`src/rtl/bit_interval_meter.sv`:
```
// Measures how long a filtered bit stays at each level, with persistence
// filtering, and reports each completed interval through a one-entry slot.
module bit_interval_meter #(
  parameter int CNT_WIDTH = 16,
  parameter int MIN_HOLD  = 4
) (
  input  logic                 clk,
  input  logic                 rst,
  input  logic                 en,
  input  logic                 dataIn,
  input  logic                 outReady,
  output logic                 outValid,
  output logic                 outLevel,
  output logic [CNT_WIDTH-1:0] outCount,
  output logic                 outSat,
  output logic                 dropped
);

  localparam int HW = $clog2(MIN_HOLD + 1);
  localparam logic [CNT_WIDTH-1:0] CMAX = '1;
  localparam logic [HW-1:0] HOLD = HW'(MIN_HOLD);

  typedef enum logic {
    SYNC,
    MEASURE
  } state_t;

  state_t state;
  state_t stateNext;

  logic                 curLevel;
  logic [HW-1:0]        holdCnt;
  logic [CNT_WIDTH-1:0] cnt;

  logic                 diff;
  logic [HW-1:0]        holdInc;
  logic                 accept;
  logic                 sat;
  logic [CNT_WIDTH-1:0] len;
  logic                 newRes;
  logic                 load;
  logic                 lose;
  logic                 free;

  assign diff    = dataIn != curLevel;
  assign holdInc = holdCnt + 1'b1;
  assign accept  = en && diff && (holdInc == HOLD);
  // cnt+1 reaching the ceiling is treated as saturated
  assign sat     = cnt >= CMAX - 1'b1;
  assign len     = sat ? CMAX : cnt + 1'b1;

  always_comb begin
    stateNext = state;
    newRes    = 1'b0;
    if (accept) begin
      stateNext = MEASURE;
      newRes    = state == MEASURE;
    end
  end

  assign load = newRes && (!outValid || outReady);
  assign lose = newRes && outValid && !outReady;
  assign free = !newRes && outValid && outReady;

  always_ff @(posedge clk) begin
    if (rst) begin
      state    <= SYNC;
      curLevel <= 1'b0;
      holdCnt  <= '0;
      cnt      <= '0;
    end else begin
      state <= stateNext;
      if (en) begin
        if (accept) begin
          curLevel <= dataIn;
          holdCnt  <= '0;
          cnt      <= '0;
        end else begin
          holdCnt <= diff ? holdInc : '0;
          cnt     <= len;
        end
      end
    end
  end

  always_ff @(posedge clk) begin
    if (rst) begin
      outValid <= 1'b0;
      outLevel <= 1'b0;
      outCount <= '0;
      outSat   <= 1'b0;
      dropped  <= 1'b0;
    end else begin
      unique case (1'b1)
        load: begin
          outValid <= 1'b1;
          outLevel <= curLevel;
          outCount <= len;
          outSat   <= sat;
        end
        lose: dropped  <= 1'b1;
        free: outValid <= 1'b0;
        default: ;
      endcase
    end
  end

endmodule
```
`config.mk`:
```
export PLATFORM = sky130hd
export DESIGN_NAME = bit_interval_meter
export DESIGN_NICKNAME = d
export VERILOG_FILES = /design/src/rtl/bit_interval_meter.sv
export SDC_FILE = /design/constraint.sdc
export NUM_CORES = 1
export LEC_CHECK = 0
export CORE_MARGIN = 1.5
export CORE_UTILIZATION = 40
export CTS_CLUSTER_DIAMETER = 100
export DETAILED_ROUTE_END_ITERATION = 6
export SYNTH_ARGS = -nofsm -noshare
export SYNTH_HDL_FRONTEND = slang
export SYNTH_SLANG_ARGS = --single-unit
```
`constraint.sdc`:
```
create_clock -name clk -period 3.6 [get_ports clk]
set_input_delay 0.72 -clock clk [delete_from_list [all_inputs] [get_ports clk]]
set_output_delay 0.72 -clock clk [all_outputs]
set_load 0.05 [all_outputs]
```
**Signal wires on met1**

Bar = 20 microns. Supply wires on this layer in gray.
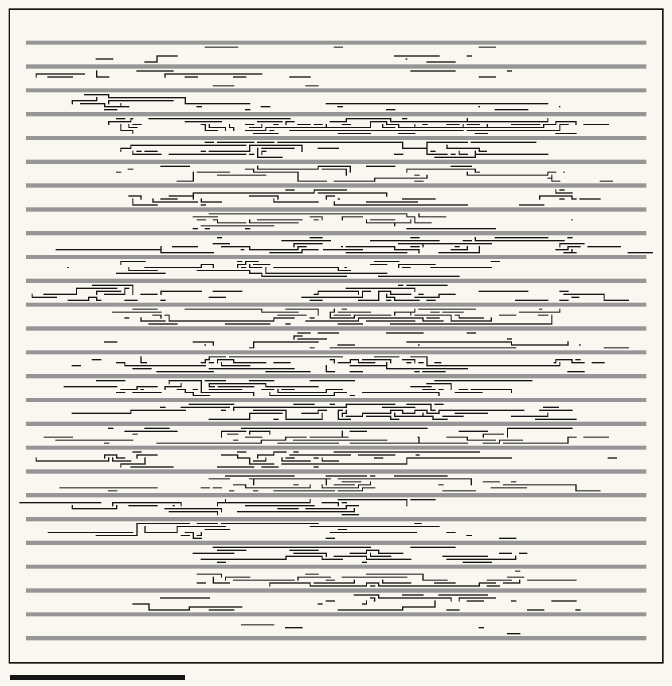
longest straight run	25.3 microns
nets with wire on the layer	247
share of all routed wire	52%
wire length on this layer	2440 microns
main direction	horizontal
total number of vias: 1781
Final Routed Wirelength: 4720 microns

**Metal 2**

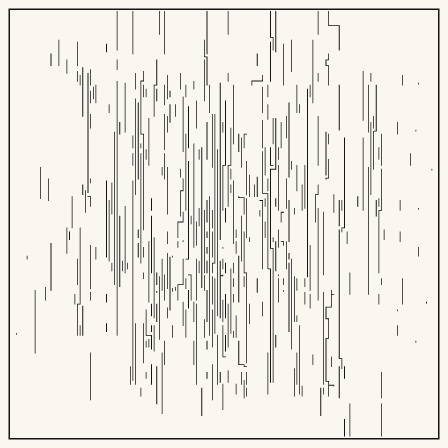
main direction	vertical
longest straight run	44.2 microns
wire length on this layer	2070 microns
share of all routed wire	44%
met2 track demand over resource in global routing: 28.3%

**Metal 3**

Bar = 20 microns.
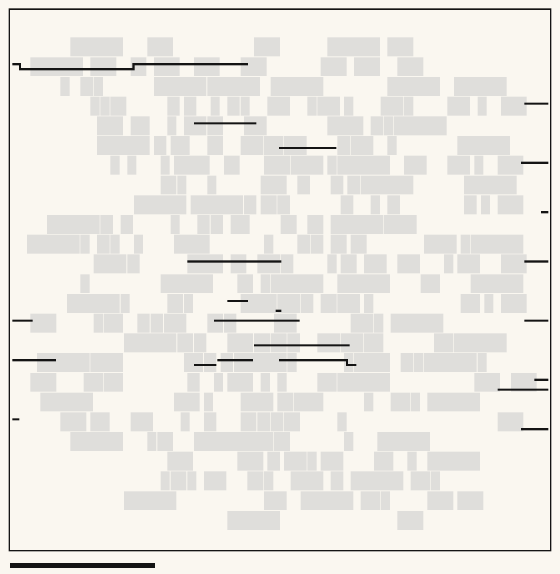
share of all routed wire	3.0%
nets with wire on the layer	17
wire length on this layer	141 microns
met3 global-route usage: 3.25%

==> run notes <==
This memo summarizes the results of the implementation run.

Clocking
Once the clock tree was built, the resizer swapped 0 gates to a different size. Buffers added to address setup during post-CTS repair amount to 0. The clock net sink count is slightly above 40.

The clock-pin slew of the registers on the worst-case setup and hold paths is about 80 ps. The root buffer cell chosen for the clock tree is sky130_fd_sc_hd__clkbuf_8. CTS built an H-tree with a depth of 2. The hold buffer count at cts is 0. The clock tree from TritonCTS is built. The largest buffer count on any clock path is 2.

Yosys
By area the synthesized netlist is led by sky130_fd_sc_hd__dfxtp_1 (40%), sky130_fd_sc_hd__nor2_1 (7.7%), sky130_fd_sc_hd__xnor2_1 (3.9%). The portion of the post-synthesis area used by sequential elements is 40.2%. Summing all multiplexer cells gives an area fraction of 0%. The post-synthesis cell count from yosys is 241.

The cell count after synthesis came out at around 240. By count the netlist is led by sky130_fd_sc_hd__nor2_1 (42), sky130_fd_sc_hd__dfxtp_1 (41), sky130_fd_sc_hd__nor3_1 (13). The largest family of logic cells by area is simple AND/OR/NAND/NOR gates. The most repeated cell in the gate-level netlist after synthesis is sky130_fd_sc_hd__nor2_1. Of the total synthesized cell area, the portion taken by XOR and XNOR cells is 4.29%. The predominant post-synthesis flop cell is sky130_fd_sc_hd__dfxtp_1.

The dominant cell type by area after synthesis is sky130_fd_sc_hd__dfxtp_1. The synthesized-area fraction occupied by and/or/nand/nor cells is a little under 30%. For reference, the post-synthesis area per instance comes to 8.47 sq um.

In this run, synthesis inferred 0 flip-flops with an integrated enable. In this run the cell area of the synthesized design comes to a little over 2000 sq um. The number of warnings reported in the yosys synthesis log is 0. The total cell area reported by yosys after synthesis is a little over 2000 sq um. The gate-level netlist out of Yosys references between 40 and 50 unique cell types. Counting flops and latches in the post-synthesis netlist gives 41. After synthesis, the share of flip-flops with an asynchronous set or reset is 0%. The cell-mix breakdown from Yosys lists the adder-cell area share as about 2.5%. The top cell type's share of synthesized area is 40.2%.

Setup path
The depth of the worst register-to-register path is 6. STA classifies the critical path startpoint as an input pin. The terminus of the critical flop-to-flop path is outCount[13]. At the worst endpoint, the required time is 3740 ps. The slack of the worst reg-to-reg path is between 1000 and 1500 ps. The worst flop-to-flop path startpoint is holdCnt[0]. According to the timing report, the arrival time at the worst endpoint equals 2480 ps.

The endpoint type of the worst setup path is a flip-flop. The beginning of the critical path is dataIn. Per the timing report, the biggest fanout along the worst path comes to 9. The end point of the critical path is outCount[13].

Final timing
Hold timing on the final database bottoms out at a slack of 461 ps. Counting endpoints that fail hold in the final report gives 0. The routed design could run at a clock period as short as roughly 2300 ps. Headroom to the max-slew limit came out at ~39%. After layout, the worst setup slack is about 1300 ps. The final timing summary puts the cycle share of the worst path at between 60% and 70%. Per the timing report, the achievable frequency comes out to ~0.43 GHz. In the final timing run, aggregate negative setup slack is 0 ps. In the final report, the number of pins over their slew limit comes to 0. The setup violation total in the final timing report is 0. The actual transition at the worst max-transition pin is 914 ps. For the final database, setup skew stands at 4.59 ps. Setup repair after global routing left no endpoint under its margin.

Placement
Per the post-place timing report, worst setup slack is roughly 950 ps. The cell total after placement is ~320. In the placement report, post-DP HPWL is listed as ~3300 microns. Input and output buffers added on the ports amount to 24.

Routability-driven placement finished with a final weighted congestion of between 0.8 and 0.9.

GRT
For this run the aggregate overflow at the end of global routing stands at 0. The initial antenna violation count is 0. The most used routing layer is met2. The met1 demand-to-capacity share in global routing is between 20% and 30%. The aggregate global-route resource usage is around a fifth.

The number of global-route vias before repair is roughly 1600. The first global-routing pass estimated between 7000 and 8000 microns of wire.

Cells and area
Per the cell usage report, the commonest logic cells after layout are sky130_fd_sc_hd__nor2_1 (42), sky130_fd_sc_hd__dfxtp_1 (41), sky130_fd_sc_hd__clkdlybuf4s50_1 (24). Measured on the final layout, the clock distribution area share stands at 4.86%. The area-dominant cell class after layout is combinational gates. The number of non-clock buffers in the layout is 28. The layout report lists the combined flip-flop and latch area as between 800 and 900 sq um.

The flow measured a signed area growth from synthesis to layout of 17.2%. In the final design database the tool counted about 270 nets. The number of antenna cells inserted is 0. The multi-input combinational cells in the finished layout cover a total of 1080 sq um. The clock buffers instantiated in the layout total 7. In the final layout, flip-flops and latches take up between 30% and 40% of the cell area.

The share of layout cells above drive strength 1 is just under 9%. Leaving out the clock tree, the finished layout contains an inverter count of 7. Cells fill approximately half of the core in the end. The non-clock buffer share of cell area is between 10% and 20%. The final design was reported to hold multi-input combinational gates totalling 174. The filler cell count in the final layout is 502.

Sequential cells placed in the final layout were counted as between 40 and 50. The design area is ~2400 sq um.

Route
Per the detail_route report, DRC violations left total 0. The first detailed-routing pass ran for 4 iterations. The DRC marker count from the first detailed-route iteration is around 120. The number of vias per cell is around 5.5. The remaining antenna violation count is 0.

Flow run
The max capacitance violation total is 0. The total tool warning count is 27.

Outcome
The flow ran to the end, and the final reports show no timing, DRC or antenna violations.

Hold path
The end point of the most critical hold path is outLevel. The startpoint of the lowest-slack hold path is outLevel. The class of the tightest hold or removal check is reg -> reg. The number of stages on the worst hold path is 2.

Power
The standby leakage power is 0.750 nW. The completed layout was analyzed and its total power is 0.000883 W. The worst supply voltage drop on vdd is between 0.2 and 0.25 mV. Power spread over the standard cell area amounts to between 300 and 400 nW/um^2.

Die
The floorplan step set the die width to around 74 microns. The initial utilization of the core area, before any placement, comes to 42.4%. The die is approximately 74 microns tall. The standard cell core area is between 4000 and 5000 sq um. The overall chip area is between 5000 and 6000 sq um. The floorplan row count is 25.

The inserted tap cell count is 67. The number of top-level design ports is 25.
**Clock nets**

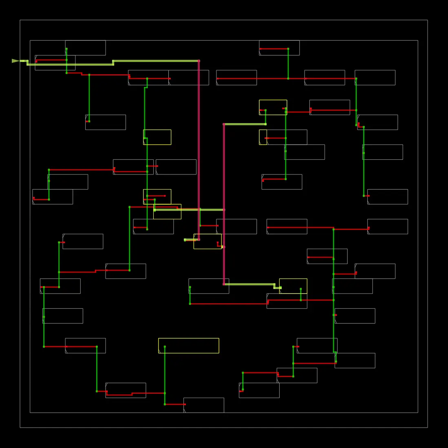
Num CTS Buffers: 5
Skew-Pair Late Insertion Delay: 290 ps

**Gate-type map**

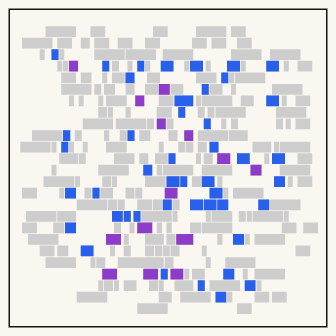
color	family	cells	most used
purple	and/or cells	14	and4_2
blue	aoi and oai cells	45	a21oi_1
most frequent logic cell in the layout: sky130_fd_sc_hd__nor2_1
multi-input gate share of total cell area: 45.0%
final cell count without fillers: 325

==> per-layer routing <==
layer	vias to the layer above	part of all wire (%)
met2	27	44
met3	6	3.0
met5	-	0
met4	0	1.3
met1	830	52
li1	918	-
==> worst max-delay path, stage by stage <==
cell                              delay [ps]
sky130_fd_sc_hd__clkdlybuf4s50_1         470
sky130_fd_sc_hd__xnor2_1                 260
sky130_fd_sc_hd__or3_1                   610
sky130_fd_sc_hd__nor2_1                  300
sky130_fd_sc_hd__a211oi_1                110
==> state kept, by name, indices dropped and copies added (netlist names) <==
register  count
holdCnt       3
curLevel      1
dropped       1
outLevel      1
state         1
cnt          16
outSat        1
outValid      1
outCount     16
==> power by group <==
part / switching (W) / internal [W]
sequential: 0.00000410 / 0.000456
clock: 0.000160 / 0.000226
combinational: 0.0000237 / 0.0000135
Power is estimated from default activity; no workload was simulated.
